clk_routes.png
(3 px per micron)
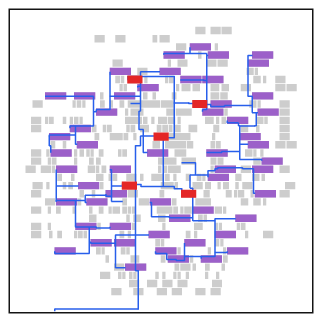
placement.png
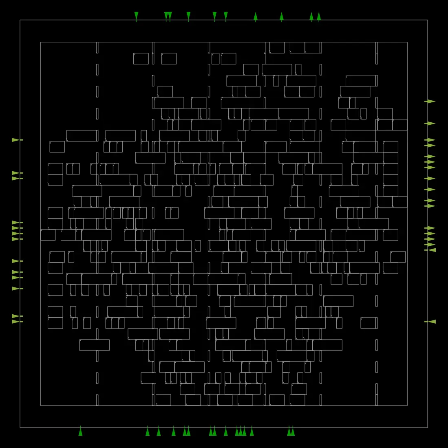
flops_by_reg.png
(3 px per micron) Other sequential cells in the stronger grey, the rest of the logic in the fainter grey.
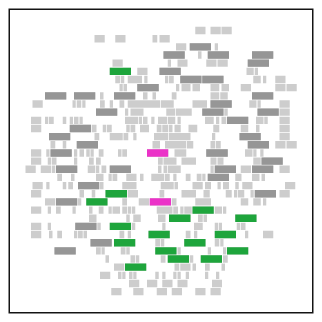
io_fan.png
(4 px per micron)
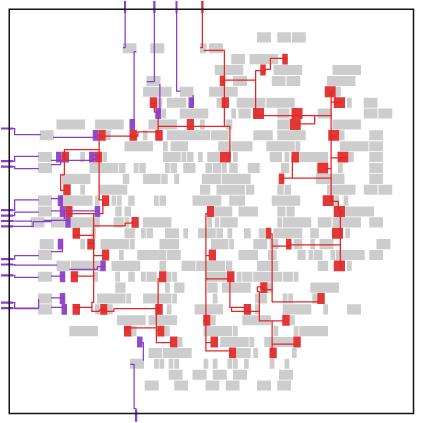
## src/rtl/serial_sub_16bit_if.sv

```systemverilog
// Operand/result bundle for serial_sub_16bit; master drives the request, slave returns the result.
// Optional ovf signal present only when SERIAL_SUB_OVF_EN is defined.
interface serial_sub_16bit_if #(
    parameter int N_NIB = 4
);
    localparam int W = 4 * N_NIB;

    logic         start;
    logic [W-1:0] a;
    logic [W-1:0] b;
    logic         bin;
    logic [W-1:0] d;
    logic         bout;
    logic         busy;
    logic         done;
`ifdef SERIAL_SUB_OVF_EN
    logic         ovf;

    modport master (output start, a, b, bin, input d, bout, busy, done, ovf);
    modport slave  (input start, a, b, bin, output d, bout, busy, done, ovf);
`else
    modport master (output start, a, b, bin, input d, bout, busy, done);
    modport slave  (input start, a, b, bin, output d, bout, busy, done);
`endif
endinterface

```

## src/rtl/serial_sub_16bit.sv

```systemverilog
// Nibble-serial subtractor: d = a - b - bin using one reused 4-bit slice, LSB nibble first.
// Define SERIAL_SUB_OVF_EN to add the registered signed-overflow output ovf.
module sub4_slice (
    input  logic [3:0] i_a,
    input  logic [3:0] i_b,
    input  logic       i_bi,
    output logic [3:0] o_d,
    output logic       o_bo
);
    // Bit 4 of the 5-bit difference goes high exactly when the nibble result is negative.
    assign {o_bo, o_d} = {1'b0, i_a} - {1'b0, i_b} - {4'b0000, i_bi};
endmodule

module serial_sub_16bit #(
    parameter int N_NIB = 4
) (
    input logic                    clk,
    input logic                    rst,
    serial_sub_16bit_if.slave      bus
);
    localparam int W     = 4 * N_NIB;
    localparam int CNT_W = (N_NIB > 1) ? $clog2(N_NIB) : 1;

    typedef enum logic [1:0] {IDLE, RUN, DONE} state_t;

    state_t           r_state;
    state_t           w_next_state;
    logic [W-1:0]     r_a;
    logic [W-1:0]     r_b;
    logic             r_bin;
    logic [CNT_W-1:0] r_cnt;
    logic             r_borrow;
    logic [W-1:0]     r_d;
    logic             r_bout;
    logic [3:0]       w_a_nib;
    logic [3:0]       w_b_nib;
    logic             w_bi;
    logic [3:0]       w_slice_d;
    logic             w_slice_bo;
    logic             w_last;
`ifdef SERIAL_SUB_OVF_EN
    logic             r_ovf;
`endif

    assign w_last = (r_cnt == CNT_W'(N_NIB - 1));
    assign w_bi   = (r_cnt == '0) ? r_bin : r_borrow;

    always_comb begin
        w_a_nib = '0;
        w_b_nib = '0;
        for (int unsigned i = 0; i < N_NIB; i++) begin
            if (r_cnt == CNT_W'(i)) begin
                w_a_nib = r_a[4*i +: 4];
                w_b_nib = r_b[4*i +: 4];
            end
        end
    end

    sub4_slice u_slice (
        .i_a  (w_a_nib),
        .i_b  (w_b_nib),
        .i_bi (w_bi),
        .o_d  (w_slice_d),
        .o_bo (w_slice_bo)
    );

    always_comb begin
        w_next_state = r_state;
        case (r_state)
            IDLE:    if (bus.start) w_next_state = RUN;
            RUN:     if (w_last)    w_next_state = DONE;
            DONE:                   w_next_state = IDLE;
            default:                w_next_state = IDLE;
        endcase
    end

    always_ff @(posedge clk) begin
        if (rst) begin
            r_state  <= IDLE;
            r_a      <= '0;
            r_b      <= '0;
            r_bin    <= 1'b0;
            r_cnt    <= '0;
            r_borrow <= 1'b0;
            r_d      <= '0;
            r_bout   <= 1'b0;
`ifdef SERIAL_SUB_OVF_EN
            r_ovf    <= 1'b0;
`endif
        end else begin
            r_state <= w_next_state;
            if (r_state == IDLE && bus.start) begin
                r_a   <= bus.a;
                r_b   <= bus.b;
                r_bin <= bus.bin;
                r_cnt <= '0;
            end
            if (r_state == RUN) begin
                for (int unsigned i = 0; i < N_NIB; i++) begin
                    if (r_cnt == CNT_W'(i)) r_d[4*i +: 4] <= w_slice_d;
                end
                r_borrow <= w_slice_bo;
                r_cnt    <= r_cnt + CNT_W'(1);
                if (w_last) begin
                    r_bout <= w_slice_bo;
`ifdef SERIAL_SUB_OVF_EN
                    r_ovf  <= (r_a[W-1] != r_b[W-1]) && (w_slice_d[3] != r_a[W-1]);
`endif
                end
            end
        end
    end

    assign bus.d    = r_d;
    assign bus.bout = r_bout;
    assign bus.busy = (r_state != IDLE);
    assign bus.done = (r_state == DONE);
`ifdef SERIAL_SUB_OVF_EN
    assign bus.ovf  = r_ovf;
`endif
endmodule
```

## src/flat_wrapper.sv

```systemverilog
// flat-port wrapper written by rule: the top's interface ports become plain ports
module serial_sub_16bit_flat 
#(
    parameter int N_NIB = 4
)
  (clk, rst, bus_start, bus_a, bus_b, bus_bin, bus_d, bus_bout, bus_busy, bus_done);
  serial_sub_16bit_if #(.N_NIB(N_NIB)) bus_i ();
  input logic clk;
  input logic rst;
  input wire logic [$bits(bus_i.start)-1:0] bus_start;
  input wire logic [$bits(bus_i.a)-1:0] bus_a;
  input wire logic [$bits(bus_i.b)-1:0] bus_b;
  input wire logic [$bits(bus_i.bin)-1:0] bus_bin;
  output wire logic [$bits(bus_i.d)-1:0] bus_d;
  output wire logic [$bits(bus_i.bout)-1:0] bus_bout;
  output wire logic [$bits(bus_i.busy)-1:0] bus_busy;
  output wire logic [$bits(bus_i.done)-1:0] bus_done;
  assign bus_i.start = bus_start;
  assign bus_i.a = bus_a;
  assign bus_i.b = bus_b;
  assign bus_i.bin = bus_bin;
  assign bus_d = bus_i.d;
  assign bus_bout = bus_i.bout;
  assign bus_busy = bus_i.busy;
  assign bus_done = bus_i.done;
  serial_sub_16bit #(.N_NIB(N_NIB)) u_core (.clk(clk), .rst(rst), .bus(bus_i));
endmodule
```

## config.mk

```make
export PLATFORM = sky130hd
export DESIGN_NAME = serial_sub_16bit_flat
export DESIGN_NICKNAME = d
export VERILOG_FILES = /design/src/rtl/serial_sub_16bit_if.sv /design/src/rtl/serial_sub_16bit.sv /design/src/flat_wrapper.sv
export SDC_FILE = /design/constraint.sdc
export NUM_CORES = 1
export LEC_CHECK = 0
export CAP_MARGIN = 20
export CORE_MARGIN = 5
export CORE_UTILIZATION = 30
export DETAILED_ROUTE_END_ITERATION = 6
export PLACE_DENSITY = 0.54
export SYNTH_ARGS = -nofsm -noshare
export SYNTH_HDL_FRONTEND = slang
export SYNTH_SLANG_ARGS = --single-unit
```

## constraint.sdc

```tcl
create_clock -name clk -period 8.4 [get_ports clk]
set_input_delay 0.84 -clock clk [delete_from_list [all_inputs] [get_ports clk]]
set_output_delay 0.84 -clock clk [all_outputs]
set_load 0.02 [all_outputs]
```

==> summary.txt <==
This note records the results obtained with Yosys and OpenROAD.

Status
The run finished with clean final reports.

Clocking
The clock tree from TritonCTS is built. The number of gates resized after CTS is 0.

Routing
The iteration count recorded for the first detailed-route pass is 4. The total number of vias is about 2100. The total length of routed met3 wires is approximately 260 microns. The routed design shows a via density per instance of ~4.7.

Synthesis
The cell taking the most area after synthesis is dfxtp_1. The share of the Yosys chip area taken by registers is 0.446. The number of storage elements in the synthesis netlist is approximately 55. The count of synthesis-stage warnings from yosys is 0. The number of unique standard cell types used by synthesis is 36. The total nets after synthesis is around 350. The share of the synthesized netlist area taken by xor and xnor gates is 0.00710. The cell-mix breakdown from Yosys lists the adder-cell area share as 0.0568. For this run, the leading register cell type out of synthesis is dfxtp_1.

Of the total synthesized cell area, the portion taken by AND, OR, NAND and NOR gates is 0.219.

Floorplan
The total die area is between 0.01 and 0.015 sq mm.

Final timing
Summed over all failing endpoints, the final setup total negative slack is 0 ns. The minimum setup slack in the final design is 5.29 ns. The max-slew check reports its worst relative slack as 0.320.

Place
The placed cell area is 0.00306 sq mm. The number of placed instances, taps included, is around 450. The post-placement worst setup slack is between 5 and 6 ns.

Worst setup path
The largest fanout of any net on the critical path is 17. The category of the worst setup path launch point is a register. The gate family responsible for the most delay along the worst path is adder cells. In this run the critical path is formed by inv_1 -> ha_1 -> nand3b_1 -> a21oi_1 -> a21oi_1 -> o21ai_1 -> fa_1 -> inv_1 -> ha_1 -> nand2b_1 -> nor3_1 -> a211oi_1 -> a31o_1. The delay of the slowest cell on the worst path is ~0.50 ns.

Layout
In the final layout, the share of cells above drive strength 1 is 0.0486. Of the total standard cell area in the layout, the multi-input combinational portion is 0.389. Per the final report, the share of cell area in non-clock buffers is 0.176.

After layout, the inverter instance count without clock inverters stands at 9. 0 antenna diodes ended up in the layout. The layout contains a multi-input combinational cell count of about 220.

Min path
The class of the tightest hold or removal check is register to register. Looking at hold timing, the worst path starts from u_core.r_b[11]$_SDFFE_PP0P_.

Pwr
The peak ir drop on the vdd network is around 0.078 mV. The fraction of power spent switching nets is 0.271. The leakage power summed over all cells is 1.19 nW. Of the total power, combinational logic draws 0.198.

GRT
The global routing report lists met3 layer usage as 0.0228. Global routing finished with a remaining overflow of 0. The number of global-route vias before repair was around 2100. The first global-routing pass estimated roughly 10 mm of wire.
## Picture notes: clk_routes.png
red -> clock drivers  # count 5
blue -> clock wires  # length 720 microns
purple -> flip-flops  # count 55
routed clock nets = 6
fraction of power consumed by the clock network: 0.316
Clock Latency Late Sink: 0.31 ns
clock group power: 0.000184 W

## Picture notes: placement.png
flop share of the area: 0.346
core occupancy in the finished layout: 0.391
final standard cell count with taps included and fillers excluded: 455
filler instances: 875
core region area: 0.00813 sq mm

## Picture notes: flops_by_reg.png
green -> u_core.r_a  # sequential cells 16, where bottom centre
magenta -> u_core.r_cnt  # sequential cells 2
not coloured = 37

## Picture notes: io_fan.png
red -> rst  # bits 1, direction input, edge top, end cells 55, buffers 1, wire 521 microns
purple -> bus_b  # bits 16, direction input, edge 12 left, 3 top, 1 bottom, end cells 16, buffers 16, wire 275 microns
# port buffers: 54
number of ports placed on the die boundary: 55

-- power groups by stage --
stage                     clock (W)  sequential [W]  combinational [W]
after floorplan                   0        0.000291          0.0000722
after global placement            0        0.000289           0.000114
after detailed placement          0        0.000289           0.000117
after CTS                  0.000191        0.000283           0.000117
after global routing       0.000199        0.000285           0.000130
final                      0.000184        0.000283           0.000116
-- final timing paths --
check,end,slack [ns],cells after the start
worst max register to register,u_core.bus.d[3]$_SDFFE_PP0P_,5.29,13
worst max-delay path,u_core.bus.d[3]$_SDFFE_PP0P_,5.29,13
worst min-delay path,u_core.r_b[11]$_SDFFE_PP0P_,0.46,2
worst min register to register,u_core.r_b[11]$_SDFFE_PP0P_,0.46,2
Power and IR drop assume default switching activity.
